## src/rtl/seq_bcd_display_pkg.sv

```systemverilog
// Shared types and elaboration-time helpers for the sequential BCD display block.
`timescale 1ns/1ps
package seq_bcd_display_pkg;

  typedef enum logic [1:0] {
    StIdle,
    StShift,
    StDone
  } state_e;

  localparam logic [6:0] SegBlank = 7'b1111111;

  function automatic logic [63:0] pow10(input int unsigned n);
    logic [63:0] p;
    p = 64'd1;
    for (int unsigned i = 0; i < n; i++) begin
      p = p * 64'd10;
    end
    return p;
  endfunction

  // Decimal digits needed to hold the largest value of a given bit width.
  function automatic int unsigned dec_digits(input int unsigned width);
    logic [63:0] m;
    int unsigned n;
    m = (64'd1 << width) - 64'd1;
    n = 1;
    while (m >= 64'd10) begin
      m = m / 64'd10;
      n++;
    end
    return n;
  endfunction

endpackage

```

## src/rtl/seq_bcd_display_seven_segment.sv

```systemverilog
// Active-low seven-segment decoder {g..a}; non-decimal codes decode as blank.
`timescale 1ns/1ps
module seq_bcd_display_seven_segment
  import seq_bcd_display_pkg::*;
(
  input  logic [3:0] digit_i,
  output logic [6:0] seg_o
);

  always_comb begin
    seg_o = SegBlank;
    case (digit_i)
      4'd0:    seg_o = 7'b1000000;
      4'd1:    seg_o = 7'b1111001;
      4'd2:    seg_o = 7'b0100100;
      4'd3:    seg_o = 7'b0110000;
      4'd4:    seg_o = 7'b0011001;
      4'd5:    seg_o = 7'b0010010;
      4'd6:    seg_o = 7'b0000010;
      4'd7:    seg_o = 7'b1111000;
      4'd8:    seg_o = 7'b0000000;
      4'd9:    seg_o = 7'b0010000;
      default: seg_o = SegBlank;
    endcase
  end

endmodule

```

## src/rtl/seq_bcd_display.sv

```systemverilog
// Iterative double-dabble binary-to-BCD converter driving registered seven-segment digits,
// with start/busy/done handshake, leading-zero blanking and overflow saturation.
`timescale 1ns/1ps
module seq_bcd_display
  import seq_bcd_display_pkg::*;
#(
  parameter int unsigned IN_WIDTH      = 16,
  parameter int unsigned NUM_DIGITS    = 5,
  parameter int unsigned BLANK_LEADING = 1
) (
  input  logic                    clk,
  input  logic                    rst,
  input  logic                    start,
  input  logic [IN_WIDTH-1:0]     val,
  output logic                    busy,
  output logic                    done,
  output logic                    overflow,
  output logic [4*NUM_DIGITS-1:0] bcd,
  output logic [7*NUM_DIGITS-1:0] seg7
);

  localparam int unsigned InDigits  = dec_digits(IN_WIDTH);
  localparam int unsigned ScrDigits = (InDigits > NUM_DIGITS) ? InDigits : NUM_DIGITS;
  localparam int unsigned ScrW      = 4 * ScrDigits;
  localparam int unsigned BcdW      = 4 * NUM_DIGITS;
  localparam int unsigned SegW      = 7 * NUM_DIGITS;
  localparam int unsigned CntW      = $clog2(IN_WIDTH + 1);
  localparam logic [63:0] OvfLimit  = pow10(NUM_DIGITS);

  function automatic logic [SegW-1:0] reset_seg();
    logic [SegW-1:0] s;
    for (int unsigned k = 0; k < NUM_DIGITS; k++) begin
      s[7*k +: 7] = (k == 0 || BLANK_LEADING == 0) ? 7'b1000000 : SegBlank;
    end
    return s;
  endfunction

  state_e                   state_q;
  logic [ScrW-1:0]          scr_q;
  logic [IN_WIDTH-1:0]      bin_q;
  logic [CntW-1:0]          cnt_q;
  logic                     ovf_q;

  logic [ScrW-1:0]          scr_adj;
  logic [ScrW+IN_WIDTH-1:0] shifted;
  logic [BcdW-1:0]          bcd_next;
  logic [SegW-1:0]          seg_next;
  logic [NUM_DIGITS-1:0]    blank;

  always_comb begin
    scr_adj = scr_q;
    for (int unsigned i = 0; i < ScrDigits; i++) begin
      if (scr_q[4*i +: 4] >= 4'd5) begin
        scr_adj[4*i +: 4] = scr_q[4*i +: 4] + 4'd3;
      end
    end
  end

  assign shifted = {scr_adj, bin_q} << 1;

  // Saturation replaces the decoder input; blanking walks down from the top digit.
  always_comb begin
    logic run;
    run      = 1'b1;
    blank    = '0;
    bcd_next = ovf_q ? {NUM_DIGITS{4'h9}} : scr_q[BcdW-1:0];
    for (int k = int'(NUM_DIGITS) - 1; k >= 0; k--) begin
      run      = run && (bcd_next[4*k +: 4] == 4'd0);
      blank[k] = run && (k != 0) && (BLANK_LEADING != 0);
    end
  end

  for (genvar g = 0; g < NUM_DIGITS; g++) begin : g_digit
    logic [6:0] dec_seg;

    seq_bcd_display_seven_segment u_dec (
      .digit_i (bcd_next[4*g +: 4]),
      .seg_o   (dec_seg)
    );

    assign seg_next[7*g +: 7] = blank[g] ? SegBlank : dec_seg;
  end

  always_ff @(posedge clk) begin
    if (rst) begin
      state_q  <= StIdle;
      scr_q    <= '0;
      bin_q    <= '0;
      cnt_q    <= '0;
      ovf_q    <= 1'b0;
      busy     <= 1'b0;
      done     <= 1'b0;
      overflow <= 1'b0;
      bcd      <= '0;
      seg7     <= reset_seg();
    end else begin
      done <= 1'b0;
      unique case (state_q)
        StIdle: begin
          if (start) begin
            bin_q   <= val;
            scr_q   <= '0;
            cnt_q   <= CntW'(IN_WIDTH);
            ovf_q   <= (64'(val) >= OvfLimit);
            busy    <= 1'b1;
            state_q <= StShift;
          end
        end
        StShift: begin
          scr_q <= shifted[ScrW+IN_WIDTH-1:IN_WIDTH];
          bin_q <= shifted[IN_WIDTH-1:0];
          cnt_q <= cnt_q - CntW'(1);
          if (cnt_q == CntW'(1)) begin
            state_q <= StDone;
          end
        end
        StDone: begin
          bcd      <= bcd_next;
          seg7     <= seg_next;
          overflow <= ovf_q;
          done     <= 1'b1;
          busy     <= 1'b0;
          state_q  <= StIdle;
        end
        default: state_q <= StIdle;
      endcase
    end
  end

endmodule

```

## config.mk

```make
export PLATFORM = sky130hd
export DESIGN_NAME = seq_bcd_display
export DESIGN_NICKNAME = d
export VERILOG_FILES = /design/src/rtl/seq_bcd_display_pkg.sv /design/src/rtl/seq_bcd_display_seven_segment.sv /design/src/rtl/seq_bcd_display.sv
export SDC_FILE = /design/constraint.sdc
export NUM_CORES = 1
export LEC_CHECK = 0
export CORE_ASPECT_RATIO = 1.25
export CORE_MARGIN = 5
export CORE_UTILIZATION = 40
export CTS_CLUSTER_DIAMETER = 60
export CTS_CLUSTER_SIZE = 24
export DETAILED_ROUTE_END_ITERATION = 7
export PLACE_DENSITY_LB_ADDON = 0.05
export SYNTH_ARGS = -nofsm -noshare
export SYNTH_HDL_FRONTEND = slang
export SYNTH_HIERARCHICAL = 1
export SYNTH_SLANG_ARGS = --single-unit
```

## constraint.sdc

```tcl
create_clock -name clk -period 3.6 [get_ports clk]
set_input_delay 0.54 -clock clk [delete_from_list [all_inputs] [get_ports clk]]
set_output_delay 0.54 -clock clk [all_outputs]
set_load 0.01 [all_outputs]
```

Figure 1. Placement density heat map.
Bar = 20 µm. The die is cut into 11 by 14 equal tiles; dark purple is low, yellow is high, 0 to 100% covered.
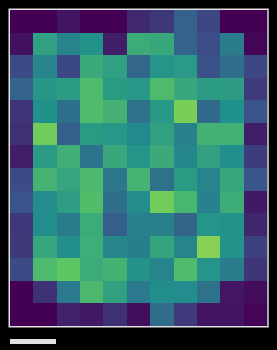
fullest tile: 81%
mean over tiles: 40%
tiles over 75% full: 2.6%
nearly empty tiles: 7.1%
utilization after layout: 48.88%
pre-placement core utilization: 40.46%
CORE AREA: 13110 µm²

Figure 2. Where the registers sit.
Bar = 20 µm. Other sequential cells in the stronger grey, the rest of the logic in the fainter grey.
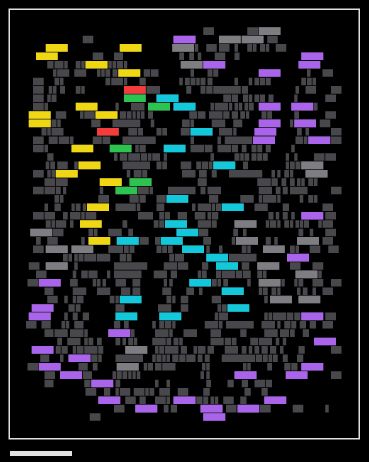
[scr_q] cyan | placed flops: 20
[cnt_q] green | placed flops: 5
[seg7] purple | placed flops: 35 | where: spread over the die
[state_q] red | placed flops: 2
[bin_q] yellow | placed flops: 16
register fraction of the total cell area: 31.23%
Seq power: 1180 µW
Reg area: 2002 µm²

[flip-flops by register name, indices dropped and copies added, names as in the netlist]
register	count
seg7	35
bcd	20
cnt_q	5
done	1
busy	1
scr_q	20
state_q	2
bin_q	16
[final cells by class]
class	count	area share [%]
Clock inverter	5	1.952
Inverter	42	2.459
Sequential cell	100	31.23
Tap cell	171	3.338
Multi-Input combinational cell	475	45.23
Clock buffer	10	3.572
Timing Repair Buffer	80	12.22
[logic make-up (layout without fill, tap and decap cells)]
logic type	count (synthesis)	in the layout	share of synthesized area, %
fa+ha+maj	40	40	9.432
flops	100	100	37.73
simple gates	240	240	21.50
xor+xnor	6	6	0.9903
buf+inv	85	137	7.828
compound gates	181	181	21.10
mux	7	7	1.344
other cells	1	1	0.07067
[power breakdown]
part	internal (µW)	switching, µW
Combinational	82.7	101
Clock	745	414
Sequential	1140	37.2
[per-layer routing]
layer  wire length [µm]  part of all wire (%)  vias up  global-route usage [%]
li1                   -                     -     2339                       -
met1               5866                    47     2101                   20.99
met2               5895                    47       89                   27.75
met3                516                   4.1       22                   2.837
met4                306                   2.4        0                   6.709
met5                  0                     0        -                       0
[through the flow]
stage               util (%)  setup WS [ns]  std cells  cell area (µm²)  power, µW
global route           48.88          1.023        883             6410       2629
global placement       46.18         0.9464        868             6056       1383
detailed placement     46.18         0.9211        868             6056       1386
floorplan                  -          1.899        660             5306       1326
CTS                    48.88          1.285        883             6410       2551
finish                 48.88          1.250        883             6410       2520
[tightest hold or removal path: cells and delay by family (launching register included)]
| kind | cells | cell delay [ns] |
|---|---|---|
| flip-flops | 1 | 0.31 |
| AND/OR/NAND/NOR | 1 | 0.05 |
| AND-OR/OR-AND | 1 | 0.05 |
==> flow_summary.yaml <==
# yosys + openroad results
drt:
  drt_drc_violations_left: 0
  avgRoutedWirePerCell_um: 14.25
  detailedRoute.firstPassIterationCount: 6
  dr_total_vias: 4551
  antenna_left: 0
  drt_wl_total_um: 12580
  dr.first_iter.drc_count: 209
  route.detailed.vias_per_inst: 5.154
critical_path:
  critical-path-slowest-cell: "clkdlybuf4s50_1"
  critical_path.top_delay_family: "buffers and inverters"
  timing.reg2reg.setup_slack_ns: 1.35
  cp_max_fo: 25
  crit_required_ns: 3.88
  startpoint_type: "primary input"
  criticalPathCategory: "in -> reg"
  worst_setup_path_endpoint: "bin_q[12]"
  worst_path_largest_cell_delay_ns: 0.77
  path_buffers: 2
  critPathLaunch: "start"
  critical_path_arrival_ns: 2.64
  critical_path.cell_chain: "clkdlybuf4s50_1 -> o21bai_4 -> nor2b_4 -> a222oi_1 -> inv_1"
  depth_of_the_critical_timing_path_with_buffers_and_inverters_included: 5
  r2r-start: "state_q[1]"
  crit_path_end_kind: "flip-flop"
  timing.rr.end: "bin_q[12]"
  reg2reg_depth: 4
final_timing:
  post-route-min-period_ns: 2.350
  final-max-slew-violation-count: 0
  finalHoldViolations: 0
  worst_pin_slew_ns: 0.9200
  final.setup_skew_ns: 0.007414
  rsz0062_at_grt: "false"
  min_period_over_period_pct: 65.29
  fmax_mhz: 425.5
  timing.setup.tns_ns: 0
  max_slew_margin_pct: 38.58
  final-setup-viol-count: 0
  whs_ns: 0.4537
power_and_ir_drop:
  vdd_ir_drop_max_v: 0.0001984
  p_leak_uw: 0.002453
  pwr_density_cell_nw_per_um2: 393.1
synth:
  synth-async-reset-ratio_pct: 0
  area_leaders: "dfxtp_1, ha_1, a21oi_1, nand2_1, nor2_1"
  numSynthFlops: 100
  most_common_cell: "dfxtp_1"
  synthCells: 660
  netlist-cell-type-count: 47
  ys_area_um2: 5306
  synth.yosys.seq_area_share_pct: 37.73
  mappedNetlistArea_um2: 5306
  dominant_cell_area_share_pct: 37.73
  yosysWarningCount: 6
  postSynthNetCount: 719
  largest_area_cell: "dfxtp_1"
  syn_avg_cell_area_um2: 8.040
  enable_flop_cells: 0
  synth.cells.most_frequent: "dfxtp_1, nand2_1, a21oi_1, nor2_1, o21ai_0"
  ys_dominant_reg_cell: "dfxtp_1"
  yosys-stat-cells: 660
placement:
  routabilityCongestion: 0.7951
  dp_hpwl_um: 8761
  port-buffer-count: 75
cts:
  worstSkewPairLatency_ns: 0.34
  clock-root-buffer: "clkbuf_16"
  cts_max_level: 3
  hold_buffers: 0
  cts_setup_buffers: 0
  cts-buffers-inserted: 9
  cts_resized: 0
  cts_tree: "yes"
  clkTransAtPathRegs_ns: 0.07
  clockBufferDepth: 2
  tritoncts_num_sinks: 100
layout:
  lay_top_cells: "dfxtp_1, nand2_1, a21oi_1, clkdlybuf4s50_1, nor2_1"
  nNetsFinal: 767
  layout.area.comb_um2: 2899
  fillCellCount: 1302
  layout.cells.most_common: "dfxtp_1"
  fraction_of_layout_instances_using_a_drive_strength_above_1_pct: 6.180
  num_antenna_cells: 0
  syn_to_final_growth_pct: 20.80
hold_path:
  worstHoldEndpoint: "seg7[5]"
  worstHoldStart: "seg7[5]"
  hold_path_class: "reg -> reg"
  hold_depth: 2
job:
  max_cap_viol_count: 0
  warning_count: 55
global_routing:
  groute.usage.overall_pct: 16.57
  grt_start_max_net_pins: 46
  grt_pass1_wl_um: 21760
  antenna_found_initial: 0
  grt_pass1_vias: 4459
  grt-ovfl-total: 0
floorplan:
  die_height_um: 138.8
  chip_area_um2: 15680
  floorplan.rows: 47
  ioPinCount: 77
  die_w_um: 113.0
outcome:
  result_of_the_run: "finished, final reports clean"
Power and IR drop assume default switching activity.
